===== src/rtl/uart_pkg.sv =====
`default_nettype none
// ============================================================================
// uart_pkg : shared UART constants, receiver state encoding, baud divisor.
// Revision : 1.0
// ============================================================================
package uart_pkg;

   localparam int DEF_CLK_FREQ = 50_000_000;
   localparam int DEF_BAUD     = 9600;

   localparam logic [1:0] S_IDLE  = 2'd0;
   localparam logic [1:0] S_START = 2'd1;
   localparam logic [1:0] S_DATA  = 2'd2;
   localparam logic [1:0] S_STOP  = 2'd3;

   typedef enum logic [1:0] {
      ST_IDLE  = S_IDLE,
      ST_START = S_START,
      ST_DATA  = S_DATA,
      ST_STOP  = S_STOP
   } rx_state_e;

   // Clocks per bit-time, truncated; the TX side divides by the same value.
   function automatic int baud_div(input int clk_freq, input int baud);
      return clk_freq / baud;
   endfunction

endpackage
`default_nettype wire


===== src/rtl/uart_rx_sync.sv =====
`default_nettype none
// ============================================================================
// uart_rx_sync : two-flop synchroniser for an async serial line plus a
//                falling-edge flag on the synchronised value.
// Revision     : 1.0
// ============================================================================
module uart_rx_sync (
   input  logic clk,
   input  logic rst,
   input  logic rx_i,
   output logic rx_s_o,
   output logic fall_o
);

   logic meta_q;
   logic sync_q;
   logic prev_q;

   always_ff @(posedge clk) begin
      if (rst) begin
         meta_q <= 1'b1;
         sync_q <= 1'b1;
         prev_q <= 1'b1;
      end else begin
         meta_q <= rx_i;
         sync_q <= meta_q;
         prev_q <= sync_q;
      end
   end

   assign rx_s_o = sync_q;
   assign fall_o = prev_q & ~sync_q;

endmodule
`default_nettype wire


===== src/rtl/uart_byte_rx.sv =====
`default_nettype none
// ============================================================================
// uart_byte_rx : 8N1 UART receiver with start-glitch rejection, frame-error
//                strobe and line-idle indication.
// Revision     : 1.0
// ============================================================================
module uart_byte_rx
   import uart_pkg::*;
#(
   parameter int CLK_FREQ  = DEF_CLK_FREQ,
   parameter int BAUD      = DEF_BAUD,
   parameter int IDLE_BITS = 20
) (
   input  logic       clk,
   input  logic       rst,
   input  logic       rx,
   output logic [7:0] dout,
   output logic       dout_vld,
   output logic       frame_err,
   output logic       line_idle,
   output logic       busy
);

   localparam int BAUD_DIV = baud_div(CLK_FREQ, BAUD);
   localparam int HALF     = BAUD_DIV / 2;
   localparam int IDLE_SAT = IDLE_BITS * BAUD_DIV;
   localparam int CW       = $clog2(BAUD_DIV);
   localparam int IW       = $clog2(IDLE_SAT + 1);

   localparam logic [CW-1:0] C_LAST = CW'(BAUD_DIV - 1);
   localparam logic [CW-1:0] C_MID  = CW'(HALF - 1);
   localparam logic [IW-1:0] C_SAT  = IW'(IDLE_SAT);

   logic w_rx_s;
   logic w_fall;
   logic w_idle_clr;

   rx_state_e     state_q,    state_d;
   logic [CW-1:0] cnt_q,      cnt_d;
   logic [2:0]    bit_q,      bit_d;
   logic [7:0]    shift_q,    shift_d;
   logic [7:0]    dout_q,     dout_d;
   logic          vld_q,      vld_d;
   logic          err_q,      err_d;
   logic          busy_q,     busy_d;
   logic [IW-1:0] idle_cnt_q, idle_cnt_d;
   logic          idle_sat_q, idle_sat_d;

   uart_rx_sync u_sync (
      .clk    (clk),
      .rst    (rst),
      .rx_i   (rx),
      .rx_s_o (w_rx_s),
      .fall_o (w_fall)
   );

   always_ff @(posedge clk) begin
      if (rst) begin
         state_q    <= ST_IDLE;
         cnt_q      <= '0;
         bit_q      <= '0;
         shift_q    <= '0;
         dout_q     <= '0;
         vld_q      <= 1'b0;
         err_q      <= 1'b0;
         busy_q     <= 1'b0;
         idle_cnt_q <= '0;
         idle_sat_q <= 1'b1;
      end else begin
         state_q    <= state_d;
         cnt_q      <= cnt_d;
         bit_q      <= bit_d;
         shift_q    <= shift_d;
         dout_q     <= dout_d;
         vld_q      <= vld_d;
         err_q      <= err_d;
         busy_q     <= busy_d;
         idle_cnt_q <= idle_cnt_d;
         idle_sat_q <= idle_sat_d;
      end
   end

   always_comb begin
      state_d = state_q;
      cnt_d   = (cnt_q == C_LAST) ? '0 : cnt_q + CW'(1);
      bit_d   = bit_q;
      shift_d = shift_q;
      dout_d  = dout_q;
      vld_d   = 1'b0;
      err_d   = 1'b0;

      case (state_q)
         ST_IDLE: begin
            if (w_fall) begin
               state_d = ST_START;
            end
         end
         ST_START: begin
            if (cnt_q == C_MID) begin
               if (!w_rx_s) begin
                  state_d = ST_DATA;
                  bit_d   = 3'd0;
               end else begin
                  state_d = ST_IDLE;
               end
            end
         end
         ST_DATA: begin
            if (cnt_q == C_LAST) begin
               shift_d[bit_q] = w_rx_s;
               if (bit_q == 3'd7) begin
                  state_d = ST_STOP;
               end else begin
                  bit_d = bit_q + 3'd1;
               end
            end
         end
         ST_STOP: begin
            // Leave at mid stop bit so an abutting start bit is not missed.
            if (cnt_q == C_LAST) begin
               state_d = ST_IDLE;
               if (w_rx_s) begin
                  vld_d  = 1'b1;
                  dout_d = shift_q;
               end else begin
                  err_d = 1'b1;
               end
            end
         end
         default: begin
            state_d = ST_IDLE;
         end
      endcase

      if (state_d != state_q || state_q == ST_IDLE) begin
         cnt_d = '0;
      end
      busy_d = (state_d != ST_IDLE);
   end

   // Idle indication is gated by the clear term so it falls on the very
   // first low synchronised cycle rather than one clock later.
   always_comb begin
      w_idle_clr = !w_rx_s || (state_q != ST_IDLE);
      if (w_idle_clr) begin
         idle_cnt_d = '0;
      end else if (idle_cnt_q == C_SAT) begin
         idle_cnt_d = idle_cnt_q;
      end else begin
         idle_cnt_d = idle_cnt_q + IW'(1);
      end
      idle_sat_d = (idle_cnt_d == C_SAT);
   end

   assign dout      = dout_q;
   assign dout_vld  = vld_q;
   assign frame_err = err_q;
   assign busy      = busy_q;
   assign line_idle = idle_sat_q & ~w_idle_clr;

endmodule
`default_nettype wire


===== config.mk =====
export PLATFORM = sky130hd
export DESIGN_NAME = uart_byte_rx
export DESIGN_NICKNAME = d
export VERILOG_FILES = /design/src/rtl/uart_pkg.sv /design/src/rtl/uart_rx_sync.sv /design/src/rtl/uart_byte_rx.sv
export SDC_FILE = /design/constraint.sdc
export NUM_CORES = 1
export LEC_CHECK = 0
export CORE_MARGIN = 8
export CORE_UTILIZATION = 59
export DETAILED_ROUTE_END_ITERATION = 8
export HOLD_SLACK_MARGIN = 0.06
export PLACE_DENSITY = 0.79
export RECOVER_POWER = 50
export SETUP_SLACK_MARGIN = 0.3
export SYNTH_ARGS = -nofsm -noshare
export SYNTH_HDL_FRONTEND = slang
export SYNTH_HIERARCHICAL = 1
export SYNTH_SLANG_ARGS = --single-unit

===== constraint.sdc =====
create_clock -name clk -period 2.34 [get_ports clk]
set_input_delay 0.234 -clock clk [delete_from_list [all_inputs] [get_ports clk]]
set_output_delay 0.234 -clock clk [all_outputs]
set_load 0.05 [all_outputs]

==> flow_summary.toml <==
# generated from flow reports
[outcome]
status = "complete, no violations"

[placement]
place_area_um2 = 3050
placement.io_buffers = 14
gp_congestion = 0.864

[clock_tree]
htree_levels = 3
cts_tree = "done"
insertion_delay_ns = 0.33
post-cts-setup-buffers = 3
numCtsBuffers = 9

[sta]
worst_slew_pin_slew_ns = 0.694
finalWorstSetupSlack_ns = 0.324
hold_viol = 0
fin_tns_setup_ns = 0
skew_ns = 0.00799
slew_headroom_pct = 53.8

[setup_path]
cp_max_fo = 2
worst-path-buf-inv = 0
cp-end-kind = "flip-flop"
critPathLaunch = "idle_cnt_q[8]$_SDFF_PP0_"
crit_type = "reg -> reg"
cp.required_ns = 2.57
cp.depth = 5
cp_top_family = "simple AND/OR/NAND/NOR gates"
r2r_end = "idle_sat_q$_SDFF_PP1_"
worstSetupEndpoint = "idle_sat_q$_SDFF_PP1_"

[synthesis]
syn_avg_cell_area_um2 = 9.08
yosysWarnings = 6
area_leaders = "dfxtp_1 41%, nor2_1 7.0%, mux2i_1 6.7%, xor2_1 5.3%, nand3_1 2.8%"
synth-main-ff-cell = "dfxtp_1"
ys_types = 53
ys_seq_elements = 58
ys_seq_share_pct = 41.0
netlist_instances = 312
yosys.area.top_type = "dfxtp_1"
synth_stat.cells = 312
common_cells = "58 x dfxtp_1, 53 x nor2_1, 19 x mux2i_1"

[global_routing]
grt_pass1_vias = 2202
grt_max_degree = 23
antenna_found_initial = 0
grt_pass1_wl_mm = 9.71

[run]
tool_warnings = 28
maxCapViolCount = 0

[layout]
bufAreaShareNonClock_pct = 6.98
fillers = 378
clock_buffers = 12
signal_buffers = 27
comb_area_um2 = 1610
layout-drive-gt1-share_pct = 13.3
num_antenna_cells = 0
combAreaFraction_pct = 48.4

[pwr]
p_clk_share_pct = 48.7
intPower_mw = 1.69
leakagePower_nw = 1.21
swShare_pct = 21.5

[floorplan]
die_y_um = 85.3
taps = 54

[min_path]
hold-path-cell-count = 1
-- power groups by stage --
stage	registers [mW]	clock network, mW	logic (mW)
finish	1.01	1.05	0.0963
floorplan	1.03	0	0.0663
global placement	1.03	0	0.0945
CTS	1.01	1.07	0.0999
detailed placement	1.03	0	0.0960
global route	1.01	1.11	0.107
-- cell families after synthesis --
kind of cell             Yosys count  share of synthesized area, %
XOR/XNOR                          25                          7.73
AND/OR/NAND/NOR                  158                          32.8
buffers and inverters             22                          3.53
multiplexers                      20                          7.11
flip-flops                        58                          41.0
adder cells (fa/ha/maj)            5                          2.21
AND-OR/OR-AND                     24                          5.65
-- layout by cell type, fill, tap and decap left out, types with 5 or more instances in the layout --
master         netlist  routed
and3_1               7       7
clkbuf_1            14       5
clkbuf_8             0      11
nand2b_1             5       5
buf_4                1       9
nand4_1              8       8
nor4_1               5       5
nor3_1               6       6
a21oi_1              8       8
nand2_1             13      13
dlygate4sd3_1        0      12
nor2_1              53      53
mux2i_1             19      19
xnor2_1              8       8
nor4b_1              6       5
dfxtp_1             58      53
xor2_1              17      17
nand3_1             16      16
-- registers in the layout, summed over array words and instances (netlist names), 2 cells and up --
| signal | count |
|---|---|
| state_q | 2 |
| idle_cnt_q | 17 |
| dout | 8 |
| bit_q | 3 |
| shift_q | 8 |
| cnt_q | 13 |
-- routing by layer --
metal | GRT usage [%] | vias to the layer above | wire [µm]
met2 | 28.5 | 45 | 2890
met3 | 3.86 | 15 | 180
met4 | 10.0 | 0 | 161
li1 | - | 1149 | -
met5 | 0 | - | 0
met1 | 17.8 | 1063 | 2470
-- per-stage QoR --
step | hold slack [ns] | instances
after global placement | 0.402 | 373
after detailed placement | 0.408 | 373
after global routing | 0.451 | 392
final | 0.443 | 392
after CTS | 0.441 | 392
after floorplan | 0.331 | 312
Figure 1. Signal metal coverage by tile.
(4 px per µm) The die is cut into 17 by 17 equal tiles; dark blue is low, red is high, scaled to the fullest tile. Values are wire area over tile area, all layers added.
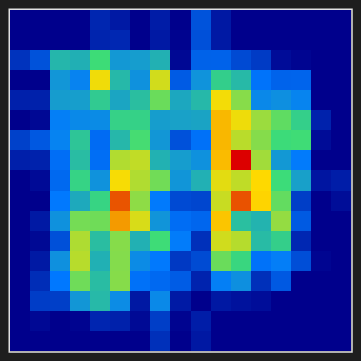
The fullest tile reaches 0.53. The densest ninth of the die: center. The emptiest ninth of the die: south-east. The mean over all tiles is 0.12. 32% of the tiles are nearly empty. 17% of the tiles are over half the peak.
vias: 2272
DR WL/cell: 14.6 µm
Post-Route WL: 5.70 mm
GRT Util Overall: 16.5%

Figure 2. Met2 routing.
(6 px per µm) Cells faint in the background.
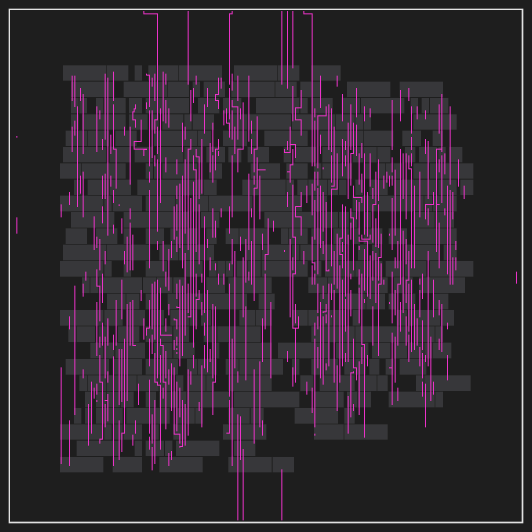
The longest straight run is 27.5 µm. The wires run mostly vertical. 277 nets have wire on it.
global routing usage on met2: 28.5%

Figure 3. Routing congestion.
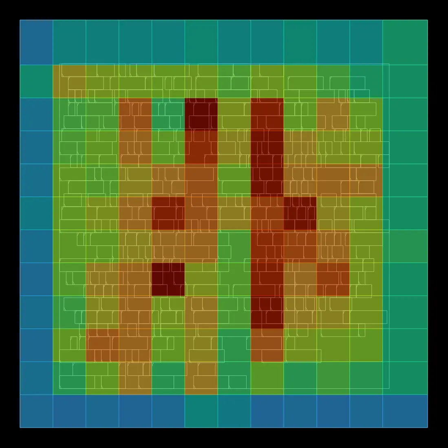
GR Util met3: 3.86%
Top Usage Layer GRT: met2
post-layout util: 71.0%

Power is estimated from default activity; no workload was simulated.
